<file path="src/rtl/scan_select_gen_pkg.sv">
// Shared types for the scan select sequencer: select width, state encoding and
// the {x,y,z} view of the decoder select index.
package scan_pkg;

  localparam int SEL_W   = 3;
  localparam int NUM_OUT = 8;

  typedef enum logic [1:0] {
    IDLE  = 2'd0,
    RUN   = 2'd1,
    BLANK = 2'd2
  } scan_state_e;

  typedef logic [SEL_W-1:0] sel_idx_t;

  typedef struct packed {
    logic x;
    logic y;
    logic z;
  } sel_t;

endpackage

</file>
<file path="src/rtl/scan_select_gen_if.sv">
// Control and select bundle between a scan controller (master) and the
// sequencer (slave). start/stop are single-cycle pulses; outputs are registered.
interface scan_select_gen_if;
  import scan_pkg::*;

  logic             start;
  logic             stop;
  logic             cont;
  logic [SEL_W-1:0] last_idx;
  logic             x;
  logic             y;
  logic             z;
  logic             sel_valid;
  logic             busy;
  logic             frame_done;

  modport master (
    output start, stop, cont, last_idx,
    input  x, y, z, sel_valid, busy, frame_done
  );

  modport slave (
    input  start, stop, cont, last_idx,
    output x, y, z, sel_valid, busy, frame_done
  );

endinterface

</file>
<file path="src/rtl/scan_select_gen_prescaler.sv">
// Slot prescaler: counts 0..DIV-1 while enabled, clear has priority.
// tc flags the current terminal count, tc_next the terminal count one cycle ahead.
module scan_prescaler #(
  parameter  int DIV   = 100,
  localparam int CNT_W = (DIV > 1) ? $clog2(DIV) : 1
) (
  input  logic clk,
  input  logic rst,
  input  logic clr,
  input  logic en,
  output logic tc,
  output logic tc_next
);

  localparam logic [CNT_W-1:0] LAST = CNT_W'(DIV - 1);

  logic [CNT_W-1:0] cnt_q;
  logic [CNT_W-1:0] cnt_d;

  always_comb begin
    cnt_d = cnt_q;
    if (clr) begin
      cnt_d = '0;
    end else if (en) begin
      cnt_d = (cnt_q == LAST) ? '0 : cnt_q + CNT_W'(1);
    end
  end

  always_ff @(posedge clk) begin
    if (rst) begin
      cnt_q <= '0;
    end else begin
      cnt_q <= cnt_d;
    end
  end

  assign tc      = (cnt_q == LAST);
  assign tc_next = (cnt_d == LAST);

endmodule

</file>
<file path="src/rtl/scan_select_gen.sv">
// Decoder select sequencer: steps {x,y,z} through 0..last_idx, DIV cycles per slot.
// Define SCAN_BLANK_EN to insert one blanked cycle after every advancing slot end.
module scan_select_gen
  import scan_pkg::*;
#(
  parameter int DIV = 100
) (
  input  logic                clk,
  input  logic                rst,
  scan_select_gen_if.slave    bus,
  output scan_state_e         state_dbg_o
);

  scan_state_e state_q, state_d;
  sel_idx_t    idx_q, idx_d;
  sel_idx_t    last_q, last_d;
  logic        cont_q, cont_d;
  logic        stop_pend_q, stop_pend_d;
  logic        sel_valid_q, busy_q, frame_done_q;
  logic        sel_valid_d, busy_d, frame_done_d;
  logic        pre_clr, pre_en, pre_tc, pre_tc_next;
  sel_t        sel;

  scan_prescaler #(.DIV(DIV)) u_prescaler (
    .clk     (clk),
    .rst     (rst),
    .clr     (pre_clr),
    .en      (pre_en),
    .tc      (pre_tc),
    .tc_next (pre_tc_next)
  );

  always_comb begin
    state_d     = state_q;
    idx_d       = idx_q;
    last_d      = last_q;
    cont_d      = cont_q;
    stop_pend_d = stop_pend_q;
    pre_clr     = 1'b0;
    pre_en      = 1'b0;
    case (state_q)
      IDLE: begin
        pre_clr = 1'b1;
        if (bus.start) begin
          state_d     = RUN;
          idx_d       = '0;
          last_d      = bus.last_idx;
          cont_d      = bus.cont;
          stop_pend_d = 1'b0;
        end
      end
      RUN: begin
        pre_en = 1'b1;
        if (bus.stop) stop_pend_d = 1'b1;
        // A stop arriving in the slot's final cycle is held for the next slot.
        if (pre_tc) begin
          if (stop_pend_q || ((idx_q == last_q) && !cont_q)) begin
            state_d     = IDLE;
            idx_d       = '0;
            stop_pend_d = 1'b0;
          end else begin
            idx_d = (idx_q == last_q) ? '0 : idx_q + sel_idx_t'(1);
`ifdef SCAN_BLANK_EN
            state_d = BLANK;
            pre_clr = 1'b1;
`endif
          end
        end
      end
`ifdef SCAN_BLANK_EN
      BLANK: begin
        pre_clr = 1'b1;
        if (bus.stop) stop_pend_d = 1'b1;
        state_d = RUN;
      end
`endif
      default: begin
        state_d     = IDLE;
        idx_d       = '0;
        stop_pend_d = 1'b0;
      end
    endcase
  end

  // Qualifiers are registered from the next state so they line up with idx_q.
  always_comb begin
    sel_valid_d  = (state_d == RUN);
    busy_d       = (state_d != IDLE);
    frame_done_d = (state_d == RUN) && pre_tc_next && (idx_d == last_d);
  end

  always_ff @(posedge clk) begin
    if (rst) begin
      state_q      <= IDLE;
      idx_q        <= '0;
      last_q       <= '0;
      cont_q       <= 1'b0;
      stop_pend_q  <= 1'b0;
      sel_valid_q  <= 1'b0;
      busy_q       <= 1'b0;
      frame_done_q <= 1'b0;
    end else begin
      state_q      <= state_d;
      idx_q        <= idx_d;
      last_q       <= last_d;
      cont_q       <= cont_d;
      stop_pend_q  <= stop_pend_d;
      sel_valid_q  <= sel_valid_d;
      busy_q       <= busy_d;
      frame_done_q <= frame_done_d;
    end
  end

  assign sel            = sel_t'(idx_q);
  assign bus.x          = sel.x;
  assign bus.y          = sel.y;
  assign bus.z          = sel.z;
  assign bus.sel_valid  = sel_valid_q;
  assign bus.busy       = busy_q;
  assign bus.frame_done = frame_done_q;
  assign state_dbg_o    = state_q;

endmodule

</file>
<file path="src/flat_wrapper.sv">
// flat-port wrapper written by rule: the top's interface ports become plain ports
module scan_select_gen_flat import scan_pkg::*;
#(
  parameter int DIV = 100
)
  (clk, rst, state_dbg_o, bus_start, bus_stop, bus_cont, bus_last_idx, bus_x, bus_y, bus_z, bus_sel_valid, bus_busy, bus_frame_done);
  scan_select_gen_if bus_i ();
  input  logic clk;
  input  logic rst;
  output scan_state_e state_dbg_o;
  input wire logic [$bits(bus_i.start)-1:0] bus_start;
  input wire logic [$bits(bus_i.stop)-1:0] bus_stop;
  input wire logic [$bits(bus_i.cont)-1:0] bus_cont;
  input wire logic [$bits(bus_i.last_idx)-1:0] bus_last_idx;
  output wire logic [$bits(bus_i.x)-1:0] bus_x;
  output wire logic [$bits(bus_i.y)-1:0] bus_y;
  output wire logic [$bits(bus_i.z)-1:0] bus_z;
  output wire logic [$bits(bus_i.sel_valid)-1:0] bus_sel_valid;
  output wire logic [$bits(bus_i.busy)-1:0] bus_busy;
  output wire logic [$bits(bus_i.frame_done)-1:0] bus_frame_done;
  assign bus_i.start = bus_start;
  assign bus_i.stop = bus_stop;
  assign bus_i.cont = bus_cont;
  assign bus_i.last_idx = bus_last_idx;
  assign bus_x = bus_i.x;
  assign bus_y = bus_i.y;
  assign bus_z = bus_i.z;
  assign bus_sel_valid = bus_i.sel_valid;
  assign bus_busy = bus_i.busy;
  assign bus_frame_done = bus_i.frame_done;
  scan_select_gen #(.DIV(DIV)) u_core (.clk(clk), .rst(rst), .bus(bus_i), .state_dbg_o(state_dbg_o));
endmodule
</file>
<file path="config.mk">
export PLATFORM = sky130hd
export DESIGN_NAME = scan_select_gen_flat
export DESIGN_NICKNAME = d
export VERILOG_FILES = /design/src/rtl/scan_select_gen_pkg.sv /design/src/rtl/scan_select_gen_if.sv /design/src/rtl/scan_select_gen_prescaler.sv /design/src/rtl/scan_select_gen.sv /design/src/flat_wrapper.sv
export SDC_FILE = /design/constraint.sdc
export NUM_CORES = 1
export LEC_CHECK = 0
export CORE_ASPECT_RATIO = 0.75
export CORE_UTILIZATION = 30
export CTS_CLUSTER_SIZE = 12
export DETAILED_ROUTE_END_ITERATION = 10
export PLACE_DENSITY = 0.47
export SLEW_MARGIN = 15
export SYNTH_ARGS = -nofsm -noshare
export SYNTH_HDL_FRONTEND = slang
export SYNTH_SLANG_ARGS = --single-unit
</file>
<file path="constraint.sdc">
create_clock -name clk -period 3.7 [get_ports clk]
set_clock_uncertainty 0.15 [all_clocks]
set_input_delay 0.555 -clock clk [delete_from_list [all_inputs] [get_ports clk]]
set_output_delay 0.555 -clock clk [all_outputs]
set_load 0.01 [all_outputs]
</file>
**Run 1: metal 2**

The bar under the picture is 20 um long.
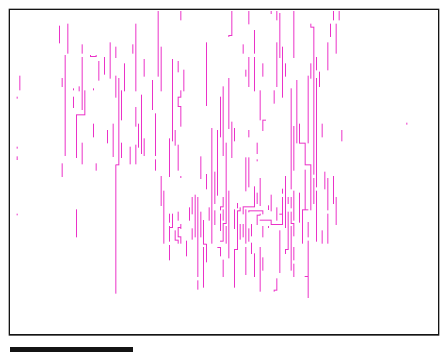
share of all routed wire: 38%
wire length on this layer: 863 um

**Run 1: I/O nets highlighted**

The bar under the picture is 20 um long.
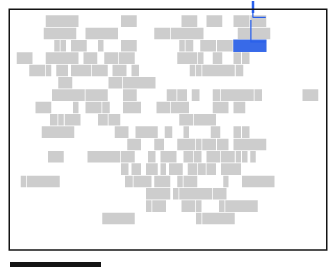
| colour | port | bits | direction | edge | end cells | wire |
|---|---|---|---|---|---|---|
| blue | bus_sel_valid | 1 | output | north | 1 | 12.1 um |

**Run 1: register map, names as in the netlist**

Other sequential cells in the stronger grey, the rest of the logic in the fainter grey.
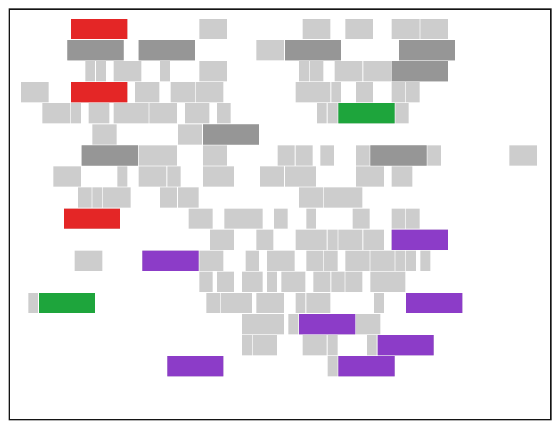
| colour | netlist name | sequential cells |
|---|---|---|
| purple | u_core.u_prescaler.cnt_q | 7 |
| red | u_core.idx_q | 3 |
| green | u_core.state_dbg_o | 2 |
not coloured: 8

==> impl_metrics.tcl, run 1 <==
# yosys + openroad results
set metrics [dict create \
    outcome "finished clean" \
    path_clk_slew_ns 0.07 \
    tightest_slew_ns 0.574 \
    critPathRequiredTime_ns 3.75 \
    yosysTopAreaCell "dfxtp_1" \
    hold_viol_final 0 \
    grt.total_usage_pct 13.0 \
    antenna_found_initial 0 \
    ys_seq_share_pct 38.8 \
    p_per_area_nw_per_um2 326 \
    dieWidth_um 69.7 \
    yosys_area_um2 1030 \
    top_cells_by_area "dfxtp_1 39%, xor2_1 5.9%, a21oi_1 5.3%" \
    syn-mean-instance-area_um2 8.97 \
    fmax_mhz 388 \
    path_class "reg -> reg" \
    cp-start-kind "flip-flop" \
    hold-worst-slack_ns 0.392 \
    clkPwrFrac_pct 34.6 \
    rr_startpoint "u_core.u_prescaler.cnt_q[0]" \
    final_nets 141 \
    ys.flops 20 \
    peakVddDrop_uv 183 \
    p_leak_nw 0.443 \
    area_delta_synth_final_pct 21.8 \
    root_buffer "clkbuf_8" \
    finalMaxSlewViolations 0 \
    netSwitchingFraction_pct 23.2 \
    coreArea_um2 3290 \
    drcViolationCount 0 \
    vias 882 \
    netlist.area_leader.share_pct 38.8 \
    dp_hpwl_um 1680 \
    critical_path_arrival_ns 2.63 \
    r2r_setup_slack_ns 1.12 \
    period_used_pct 69.7 \
    rsz0062_at_grt "no" \
    relSlewSlack_pct 61.6 \
    fp.dieH_um 52.8 \
    grt-ovfl-total 0 \
    netlist_area_um2 1030 \
    gp_congestion 0.827 \
]
-- run 1: flip-flops by register name, indices dropped and copies added (netlist names) --
register                  flops
u_core.u_prescaler.cnt_q      7
u_core.idx_q                  3
u_core.last_q                 3
u_core.state_dbg_o            2
u_core.bus.busy               1
u_core.bus.frame_done         1
u_core.bus.sel_valid          1
u_core.cont_q                 1
u_core.stop_pend_q            1
-- run 1: power groups by stage --
stage               clock network, W  logic [W]  registers [W]
global route                0.000156  0.0000449       0.000228
CTS                         0.000147  0.0000408       0.000227
floorplan                          0  0.0000241       0.000230
finish                      0.000141  0.0000405       0.000227
global placement                   0  0.0000411       0.000232
detailed placement                 0  0.0000407       0.000232
-- run 1: Yosys cell counts (all sizes together), types with 2 or more instances --
cell	number
mux2i	4
nand2b	2
nand2	6
nor3	2
nor2	13
xnor2	3
nor2b	2
nand3	4
nand4	2
a2111o	2
ha	2
dfxtp	20
a21oi	11
a211oi	2
clkbuf	3
inv	4
xor2	7
-- run 1: final cells by class --
cell class	instances	area, um2
inverter	4	15.0
fill	344	2030
timing repair buffer	15	150
tap	40	50.0
sequential	20	400
clock buffer	3	41.3
multi-input combinational	87	599
-- run 1: worst max path at each step --
stage | end | slack, ns | from
after global routing | u_core.bus.frame_done | 0.98 | u_core.u_prescaler.cnt_q[0]
after detailed placement | u_core.bus.frame_done | 1.06 | bus_start
after CTS | u_core.bus.frame_done | 1.14 | u_core.u_prescaler.cnt_q[0]
final | u_core.bus.frame_done | 1.12 | u_core.u_prescaler.cnt_q[0]
after global placement | u_core.bus.frame_done | 1.10 | bus_start
after floorplan | u_core.bus.frame_done | 1.46 | u_core.u_prescaler.cnt_q[1]
-- run 1: worst max-delay path: cells and delay by family (launching register included) --
kind	cells	cell delay, ns
simple gates	3	0.81
fa+ha+maj	1	0.33
flops	1	0.49
compound gates	3	0.75
-- run 1: routing by layer --
layer | share of wire [%] | vias up | global-route usage, %
met5 | 0 | - | 0
met4 | 0.84 | 0 | 4.33
met3 | 4.1 | 2 | 4.04
met2 | 38 | 20 | 16.0
met1 | 57 | 415 | 20.2
li1 | - | 445 | -
-- run 1: per-stage QoR --
step / util, % / instances / setup WS [ns]
floorplan: - / 115 / 1.46
global placement: 36.9 / 166 / 1.10
detailed placement: 36.9 / 166 / 1.06
CTS: 38.2 / 169 / 1.14
global route: 38.2 / 169 / 0.980
finish: 38.2 / 169 / 1.12
-- run 1: cells by family after synthesis --
group	Yosys count	synth area share [%]
AND/OR/NAND/NOR	43	24.0
AND-OR/OR-AND	26	17.8
XOR/XNOR	10	8.50
other	1	0.364
flip-flops	20	38.8
adder cells (fa/ha/maj)	2	2.43
multiplexers	5	4.98
buffers and inverters	8	3.03
==> inputs of run 2 (changes only) <==
--- a/config.mk
+++ b/config.mk
@@ -9,7 +9,7 @@
 export CORE_UTILIZATION = 30
 export CTS_CLUSTER_SIZE = 12
 export DETAILED_ROUTE_END_ITERATION = 10
-export PLACE_DENSITY = 0.47
+export PLACE_DENSITY = 0.48
 export SLEW_MARGIN = 15
 export SYNTH_ARGS = -nofsm -noshare
 export SYNTH_HDL_FRONTEND = slang
==> constraint.sdc (replaced) <==
create_clock -name clk -period 2.2 [get_ports clk]
set_clock_uncertainty 0.15 [all_clocks]
set_input_delay 0.33 -clock clk [delete_from_list [all_inputs] [get_ports clk]]
set_output_delay 0.33 -clock clk [all_outputs]
set_load 0.01 [all_outputs]
==> run 2 against run 1 <==
Global-route usage grew 2.3 points. Register-to-register slack worse by 1.1 ns. Cell area increased by 14%. Combinational power increased by 120%. Clock power up 74%. Sequential power up 66%. Synthesized cell count is the same. Critical path depth did not move. Total power up 74%. Cell count increased by 11%. Routed wire length is 14% higher. Largest power group unchanged.
==> impl_metrics.tcl, run 2 <==
# yosys + openroad results
set metrics [dict create \
    cts_sinks 20 \
    most_common_cell "dfxtp_1" \
    post_drt_wl_per_cell_um 13.8 \
    cp-start-kind "flip-flop" \
    p_per_area_nw_per_um2 499 \
    regArea_um2 404 \
    outcome "finished clean" \
    critPathSlowestCell "or4_4" \
    critPathRequiredTime_ns 2.25 \
    rr_startpoint "u_core.u_prescaler.cnt_q[0]" \
    top_cells_by_count "20 x dfxtp_1, 13 x nor2_1, 11 x a21oi_1" \
    drcViolationCount 0 \
    fp_util_pct 31.4 \
    dieWidth_um 69.7 \
    cpPeakStageDelay_ns 0.48 \
    dpl_worst_slack_ns -0.0352 \
    rows 18 \
    ys.flops 20 \
    firstDrtPassIters 4 \
    finalMaxSlewViolations 0 \
    final_nets 159 \
    crit_path_cell_trace "ha_4 -> nand2_2 -> or4_4 -> a222oi_1 -> o221ai_1 -> a211oi_2 -> and4_1" \
    cp_num_buf_inv 0 \
    fmax_mhz 461 \
    synth_stat.cells 115 \
    lay_top_cells "18 x buf_4, 17 x dfxtp_1, 15 x clkdlybuf4s50_1" \
    warning_count 28 \
    dp_hpwl_um 2020 \
    syn-mean-instance-area_um2 8.97 \
    grt_pass1_wl_um 4310 \
    coreArea_um2 3290 \
    clockBufferDepth 2 \
    n_fill_cell 327 \
    yosys_area_um2 1030 \
    crit_path_max_fanout 3 \
    ys_seq_share_pct 38.8 \
    netlist_instances 115 \
    netlist.area_leader.share_pct 38.8 \
    path_clk_slew_ns 0.08 \
    ff_type "dfxtp_1" \
    netlist_area_um2 1030 \
    chipArea_um2 3680 \
    rsz0062_at_grt "yes" \
    hp-class "reg -> reg" \
    cp-endpoint "u_core.bus.frame_done" \
    end_kind "flip-flop" \
    top_cells_by_area "dfxtp_1 39%, xor2_1 5.9%, a21oi_1 5.3%" \
    fp.dieH_um 52.8 \
    path_class "reg -> reg" \
    period_used_pct 98.6 \
    crit_start "u_core.u_prescaler.cnt_q[0]" \
    peakVddDrop_uv 232 \
    critical_path_arrival_ns 2.22 \
    place_inst 184 \
    reg.largest.list "u_core.u_prescaler.cnt_q x7, u_core.idx_q x3, u_core.last_q x3" \
    layout_setup_ws_ns 0.0317 \
    io_buffers 15 \
    grt-ovfl-total 0 \
    registers.top_by_ff_count "u_core.u_prescaler.cnt_q" \
    grt.total_usage_pct 15.3 \
    critPathTopFamily "AND-OR/OR-AND gates" \
    routed_wirelength_um 2580 \
    r2r_setup_slack_ns 0.03 \
    antenna_found_initial 0 \
    ys_warn_count 0 \
    grt_max_degree 11 \
    area_delta_synth_final_pct 38.3 \
    cts_made_buffers 3 \
    hold_viol_final 0 \
    path_depth 7 \
    drt_iter0_markers 50 \
    logic_area_um2 631 \
    cts.htree.levels 1 \
    root_buffer "clkbuf_8" \
    via_per_inst 5.14 \
    largest_reg_flops 7 \
    gp_congestion 0.792 \
    p_leak_nw 0.536 \
    yosysTopAreaCell "dfxtp_1" \
    layout.cells.non_filler 187 \
    synth.net_count 125 \
    vias 962 \
    timing.rr.end "u_core.bus.frame_done" \
    async_flop_share_pct 0 \
    insertion_delay_ns 0.26 \
]
-- run 2: layout make-up --
class,instances,area share [%]
clock buffer,3,2.89
tap,40,3.51
sequential,20,28.3
inverter,4,1.05
multi-input combinational,87,44.2
timing repair buffer,33,20.0
-- run 2: metrics by stage --
stage	instance area, um2	total power [W]	setup TNS, ns	hold slack [ns]	utilization (%)
after floorplan	1040	0.000428	0	0.249	-
after global placement	1360	0.000475	-0.0147	0.366	41.4
after detailed placement	1360	0.000475	-0.0352	0.367	41.4
after CTS	1410	0.000719	-0.0330	0.377	42.9
after global routing	1430	0.000743	-0.0467	0.413	43.4
final	1430	0.000712	0	0.373	43.4
-- run 2: cell families (layout without fill, tap and decap cells) --
logic type | count (synthesis) | after routing | share of synthesized area [%]
other | 1 | 1 | 0.364
AOI/OAI and AO/OA | 26 | 26 | 17.8
xor gates and xnor gates | 10 | 10 | 8.50
adders and majority gates | 2 | 2 | 2.43
and+or+nand+nor | 43 | 43 | 24.0
DFF | 20 | 20 | 38.8
muxes | 5 | 5 | 4.98
buffers and inverters | 8 | 40 | 3.03
-- run 2: how the worst min path moves through the flow --
stage,startpoint,to,cells past startpoint
after floorplan,rst,u_core.bus.sel_valid,1
after global placement,u_core.u_prescaler.cnt_q[6],u_core.u_prescaler.cnt_q[6],2
after detailed placement,u_core.u_prescaler.cnt_q[6],u_core.u_prescaler.cnt_q[6],2
after CTS,u_core.state_dbg_o[0],u_core.u_prescaler.cnt_q[0],2
after global routing,u_core.state_dbg_o[0],u_core.u_prescaler.cnt_q[0],2
final,u_core.state_dbg_o[0],u_core.u_prescaler.cnt_q[0],2
-- run 2: power by group --
| part | switching (W) | internal [W] | leakage, nW |
|---|---|---|---|
| combinational | 0.0000417 | 0.0000481 | 0.351 |
| clock | 0.000123 | 0.000122 | 0.0216 |
| sequential | 0.00000636 | 0.000371 | 0.164 |
| total | 0.000171 | 0.000541 | 0.536 |
-- run 2: layer usage --
layer  global-route usage [%]  part of all wire, %  vias to the layer above
met3                     4.23                  6.0                        2
met5                        0                    0                        -
met2                     21.2                   38                       26
li1                         -                    -                      485
met4                     3.67                 0.54                        0
met1                     22.8                   55                      449
-- run 2: tightest hold or removal path: cells and delay by family, from the launching register on --
family          cells  cell delay (ns)
flops               1             0.35
simple gates        1             0.07
compound gates      1             0.06
-- run 2: repair_timing --
item / in CTS / in global routing
resized: 4 / 3
pin swaps: 2 / 3
setup endpoints to repair: 1 / 1
endpoints found under the hold margin: 0 / 0
**Run 2: cell outlines without signal wires**

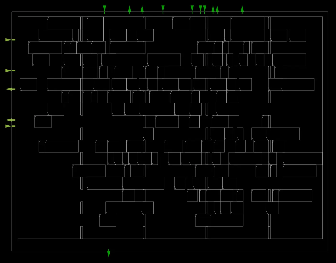
post-layout util: 43.4%
fraction of area in registers: 28.3%

**Run 2: wiring by layer**

Two of the layers only.
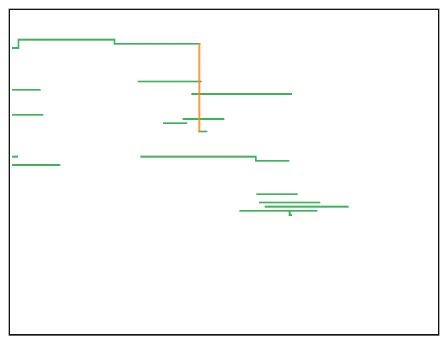
| colour | layer | wire length |
|---|---|---|
| green | M3 | 155 um |
| orange | M4 | 14.3 um |

Power figures rest on the tool's default switching activity, not on a simulated workload.
